==> config.mk <==
export PLATFORM = sky130hd
export DESIGN_NAME = output_buffer
export DESIGN_NICKNAME = d
export VERILOG_FILES = /design/src/rtl/output_buffer_pkg.sv /design/src/rtl/output_buffer.sv
export SDC_FILE = /design/constraint.sdc
export NUM_CORES = 1
export LEC_CHECK = 0
export ABC_AREA = 1
export CAP_MARGIN = 20
export CELL_PAD_IN_SITES_DETAIL_PLACEMENT = 1
export CELL_PAD_IN_SITES_GLOBAL_PLACEMENT = 2
export CORE_ASPECT_RATIO = 0.8
export CORE_MARGIN = 3
export CORE_UTILIZATION = 40
export CTS_CLUSTER_SIZE = 30
export DETAILED_ROUTE_END_ITERATION = 10
export GPL_TIMING_DRIVEN = 0
export PLACE_DENSITY = 0.78
export SKIP_LAST_GASP = 1
export SYNTH_ARGS = -nofsm -noshare
export SYNTH_HDL_FRONTEND = slang
export SYNTH_SLANG_ARGS = --single-unit
==> constraint.sdc <==
create_clock -name clk -period 8.2 [get_ports clk]
set_input_delay 2.05 -clock clk [delete_from_list [all_inputs] [get_ports clk]]
set_output_delay 2.05 -clock clk [all_outputs]
set_load 0.01 [all_outputs]
==> src/rtl/output_buffer_pkg.sv <==
// Shared widths and drain FSM encodings for the accumulator result buffer.
package output_buffer_pkg;
  localparam int DEF_DEPTH  = 16;
  localparam int DEF_DATA_W = 32;
  localparam int DEF_ADDR_W = 4;

  localparam logic [1:0] S_IDLE  = 2'd0;
  localparam logic [1:0] S_FETCH = 2'd1;
  localparam logic [1:0] S_SEND  = 2'd2;
  localparam logic [1:0] S_DONE  = 2'd3;
endpackage

==> src/rtl/output_buffer.sv <==
// Result store behind the accumulator: per-entry valid bits plus a drain FSM that
// streams an address window to the host, stalling on entries not yet written.
module output_buffer
  import output_buffer_pkg::*;
#(
  parameter int DEPTH  = DEF_DEPTH,
  parameter int DATA_W = DEF_DATA_W,
  parameter int ADDR_W = DEF_ADDR_W
) (
  input  logic              clk,
  input  logic              rst,
  input  logic              wr_en,
  input  logic [ADDR_W-1:0] wr_addr,
  input  logic [DATA_W-1:0] wr_data,
  input  logic              drain_start,
  input  logic [ADDR_W-1:0] drain_base,
  input  logic [ADDR_W:0]   drain_len,
  output logic              out_valid,
  input  logic              out_ready,
  output logic [DATA_W-1:0] out_data,
  output logic [ADDR_W-1:0] out_addr,
  output logic              out_last,
  output logic              busy,
  output logic              drain_done,
  output logic              overwrite_err,
  output logic [ADDR_W:0]   valid_count
);
  // Host handshake: a beat transfers on any posedge where out_valid && out_ready;
  // out_data/out_addr/out_last are held stable while out_valid && !out_ready.

  logic [DATA_W-1:0] mem_q [DEPTH];
  logic [DEPTH-1:0]  vld_q, vld_d;
  logic [1:0]        state_q, state_d;
  logic [ADDR_W-1:0] ptr_q, ptr_d;
  logic [ADDR_W:0]   rem_q, rem_d;
  logic              out_valid_q, out_valid_d;
  logic [DATA_W-1:0] out_data_q, out_data_d;
  logic [ADDR_W-1:0] out_addr_q, out_addr_d;
  logic              out_last_q, out_last_d;
  logic              err_q, err_d;
  logic [ADDR_W:0]   count_q, count_d;
  logic              hs, wr_hit_ptr;

  assign hs         = (state_q == S_SEND) && out_valid_q && out_ready;
  assign wr_hit_ptr = wr_en && (wr_addr == ptr_q);

  always_comb begin
    state_d     = state_q;
    ptr_d       = ptr_q;
    rem_d       = rem_q;
    out_valid_d = out_valid_q;
    out_data_d  = out_data_q;
    out_addr_d  = out_addr_q;
    out_last_d  = out_last_q;
    case (state_q)
      S_IDLE: begin
        if (drain_start) begin
          if (drain_len == '0) begin
            state_d = S_DONE;
          end else begin
            ptr_d   = drain_base;
            rem_d   = (drain_len > (ADDR_W+1)'(DEPTH)) ? (ADDR_W+1)'(DEPTH) : drain_len;
            state_d = S_FETCH;
          end
        end
      end
      S_FETCH: begin
        // A write landing on the wanted entry this cycle is forwarded directly.
        if (vld_q[ptr_q] || wr_hit_ptr) begin
          out_data_d  = wr_hit_ptr ? wr_data : mem_q[ptr_q];
          out_addr_d  = ptr_q;
          out_last_d  = (rem_q == (ADDR_W+1)'(1));
          out_valid_d = 1'b1;
          state_d     = S_SEND;
        end
      end
      S_SEND: begin
        if (hs) begin
          out_valid_d = 1'b0;
          ptr_d       = ptr_q + ADDR_W'(1);
          rem_d       = rem_q - (ADDR_W+1)'(1);
          state_d     = (rem_q == (ADDR_W+1)'(1)) ? S_DONE : S_FETCH;
        end
      end
      default: state_d = S_IDLE;
    endcase
  end

  // A write to the entry being retired in the same cycle wins and is not an overwrite.
  always_comb begin
    vld_d = vld_q;
    if (hs) vld_d[ptr_q] = 1'b0;
    if (wr_en) vld_d[wr_addr] = 1'b1;
    err_d = err_q | (wr_en && vld_q[wr_addr] && !(hs && (ptr_q == wr_addr)));
    count_d = '0;
    for (int i = 0; i < DEPTH; i++) begin
      count_d = count_d + (ADDR_W+1)'(vld_d[i]);
    end
  end

  always_ff @(posedge clk) begin
    if (wr_en) mem_q[wr_addr] <= wr_data;
  end

  always_ff @(posedge clk) begin
    if (rst) begin
      vld_q       <= '0;
      state_q     <= S_IDLE;
      ptr_q       <= '0;
      rem_q       <= '0;
      out_valid_q <= 1'b0;
      out_data_q  <= '0;
      out_addr_q  <= '0;
      out_last_q  <= 1'b0;
      err_q       <= 1'b0;
      count_q     <= '0;
    end else begin
      vld_q       <= vld_d;
      state_q     <= state_d;
      ptr_q       <= ptr_d;
      rem_q       <= rem_d;
      out_valid_q <= out_valid_d;
      out_data_q  <= out_data_d;
      out_addr_q  <= out_addr_d;
      out_last_q  <= out_last_d;
      err_q       <= err_d;
      count_q     <= count_d;
    end
  end

  assign out_valid     = out_valid_q;
  assign out_data      = out_data_q;
  assign out_addr      = out_addr_q;
  assign out_last      = out_last_q;
  assign busy          = (state_q != S_IDLE);
  assign drain_done    = (state_q == S_DONE);
  assign overwrite_err = err_q;
  assign valid_count   = count_q;
endmodule

==> reports/qor.yml <==
status: "finished clean"
p_sw_frac: 0.3366
hold_viol: 0
final-clk-cell-share: 0.06463
clkSlewWorstSetupHoldPaths_ps: 60
compound_area_frac: 0.02877
die_w_um: 288.0
yosysMostFrequentCell: "nand2_1"
top_logic_kind: "simple AND/OR/NAND/NOR gates"
io_buffer_count: 95
worst_path_most_repeated_cell: "inv_1"
holdPathStages: 2
ys_area_um2: 25440
p_clk_frac: 0.329
ys_sh_adder: 0.01328
fillers: 7029
track_usage: 0.2545
place_ws_ps: 625.5
largest_reg_flops: 512
wl_met3_mm: 5.758
crit_type: "in2reg"
reg2reg_slack_ps: 2300
worstSetupPathDepth: 20
crit_path_end_kind: "flip-flop"
combGateArea_um2: 7002
min_from: "overwrite_err"
die_area_um2: 66680
r2r_end: "valid_count[2]"
core_area_um2: 62790
cp_max_fo: 19
reg2reg_from: "ptr_q[1]"
cts_tree: "done"
required_ps: 8750
fin_crit_sh: 0.8535
ys_sh_mux: 0
power_leader: "registers"
crit_chain: "clkdlybuf4s50_1, inv_1, nor2_1, inv_1, nor2_4, buf_12, inv_1, nand2_1, fa_1, inv_1, fa_1, fa_1, inv_1, fa_1, ha_1, inv_1, fa_1, inv_1, o21ai_0, a21oi_1"
mappedNetlistNets: 2689
internal_power_mw: 5.522
inv_count: 315
ios: 96
setup_tns_ps: 0
synthDistinctLibCells: 32
nWellTaps: 840
clock_power_mw: 2.74
num-clock-buffers: 91
lay_top_count: "nand2_1"
clockBufferDepth: 3
p_comb_mw: 2.19
power.density_nw_per_um2: 278.1
slew_violations: 0
peakVddDrop_mv: 0.1674
top_layer_used: "met4"
netlist.area_leader.share: 0.6043
synthArstFlopShare: 0
setup_viol: 0
crit_start: "wr_addr[0]"
drive_above_1_share: 0.07138
netlist_instances: 2618
dr_wl_met2_mm: 38.02
fin_area_um2: 29930
signal_buffers: 239
htreeDepth: 2
grt_pass1_vias: 19370
max_cap_violations: 0
common_cells: "957 x nand2_1, 512 x edfxtp_1, 311 x inv_1, 245 x nand3_1, 195 x nor2_1"
synth.largest_area_cell: "edfxtp_1"
antenna_cells: 2
crit_end: "valid_count[2]"
p_sw_mw: 2.802
hold_path.class: "reg2reg"
slew_headroom: 0.2304
via_per_inst: 5.147
avgSynthCellArea_um2: 9.718
pwr-share-comb: 0.263
regMostFlops: "mem_q"
numSynthFlops: 583
period_needed_ps: 6999
pwr-share-seq: 0.407
synth_seq_share: 0.6602
synth-xor-area-share: 0.0003443
nonClkBufAreaFrac: 0.06539
hold-path-endpoint: "overwrite_err"
flops: 583
ys_sh_simple: 0.2279
max_clock_freq_mhz: 142.9
overflow: 0
cts_sinks: 583
rows: 82
power_mw: 8.324
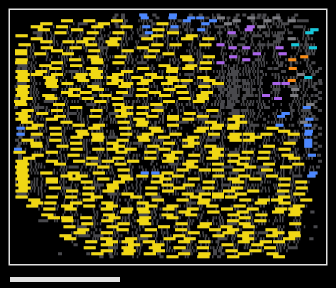
(register map, names as in the netlist)
Bar = 100 um. Other sequential cells in the stronger gray, the rest of the logic in the fainter gray.
cyan -> rem_q  # placed flops 5, where north-east
orange -> ptr_q  # placed flops 4, where north-east
yellow -> mem_q  # placed flops 512, where widely spread
blue -> out_data  # placed flops 32
purple -> vld_q  # placed flops 16, where north-east
not colored = 14
Reg area: 16800 um2
Power Sequential: 3.39 mW
final core utilization: 0.4766
sequential cell area share: 0.5612

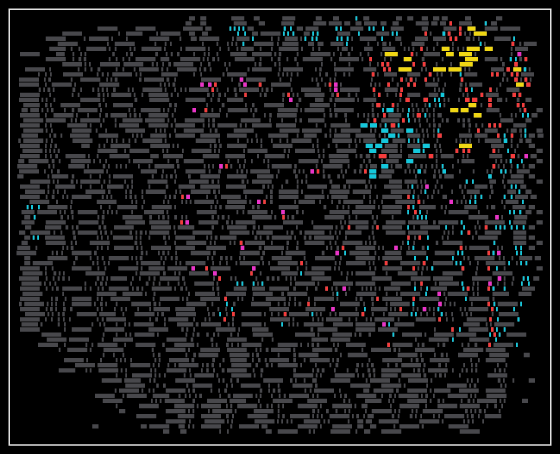
(gate families picked out)
magenta -> AND and OR gates  # cells 34
cyan -> NOR gates  # cells 200
red -> inverting AOI/OAI gates  # cells 136
yellow -> adder and majority cells  # cells 21, where north-east
final instance count without filler cells: 3686
multi-input gate share of total cell area: 0.2340

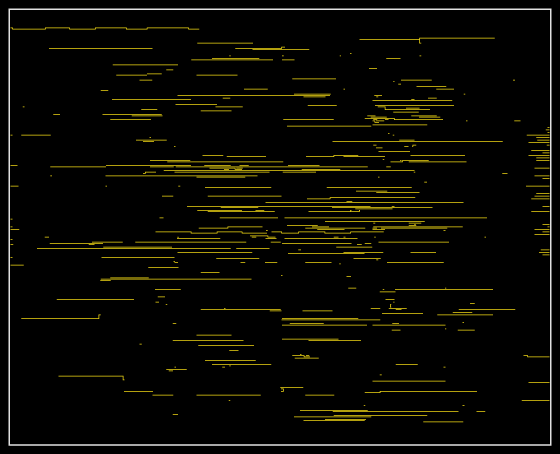
(M3 wires)
share of all routed wire = 6.8%
main direction = horizontal
nets with wire on the layer = 187
longest straight run = 133 um
wire length on this layer = 5760 um
M3 GR Usage: 0.04238
vias after detailed routing: 18970

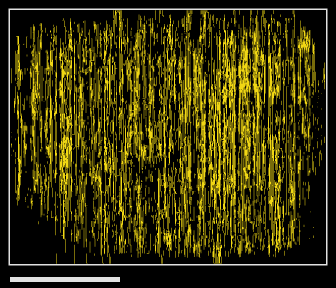
(M2 wires)
Bar = 100 um.
share of all routed wire = 45%
longest straight run = 147 um
main direction = vertical
GR Layer Usage met2: 0.3980
drt total wl: 84.79 mm

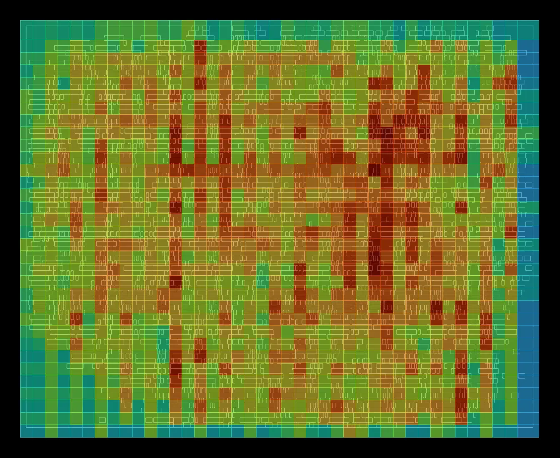
(congestion heat map)
met1 usage: 0.3673
gr busiest metal: met2

Power is estimated from default activity; no workload was simulated.
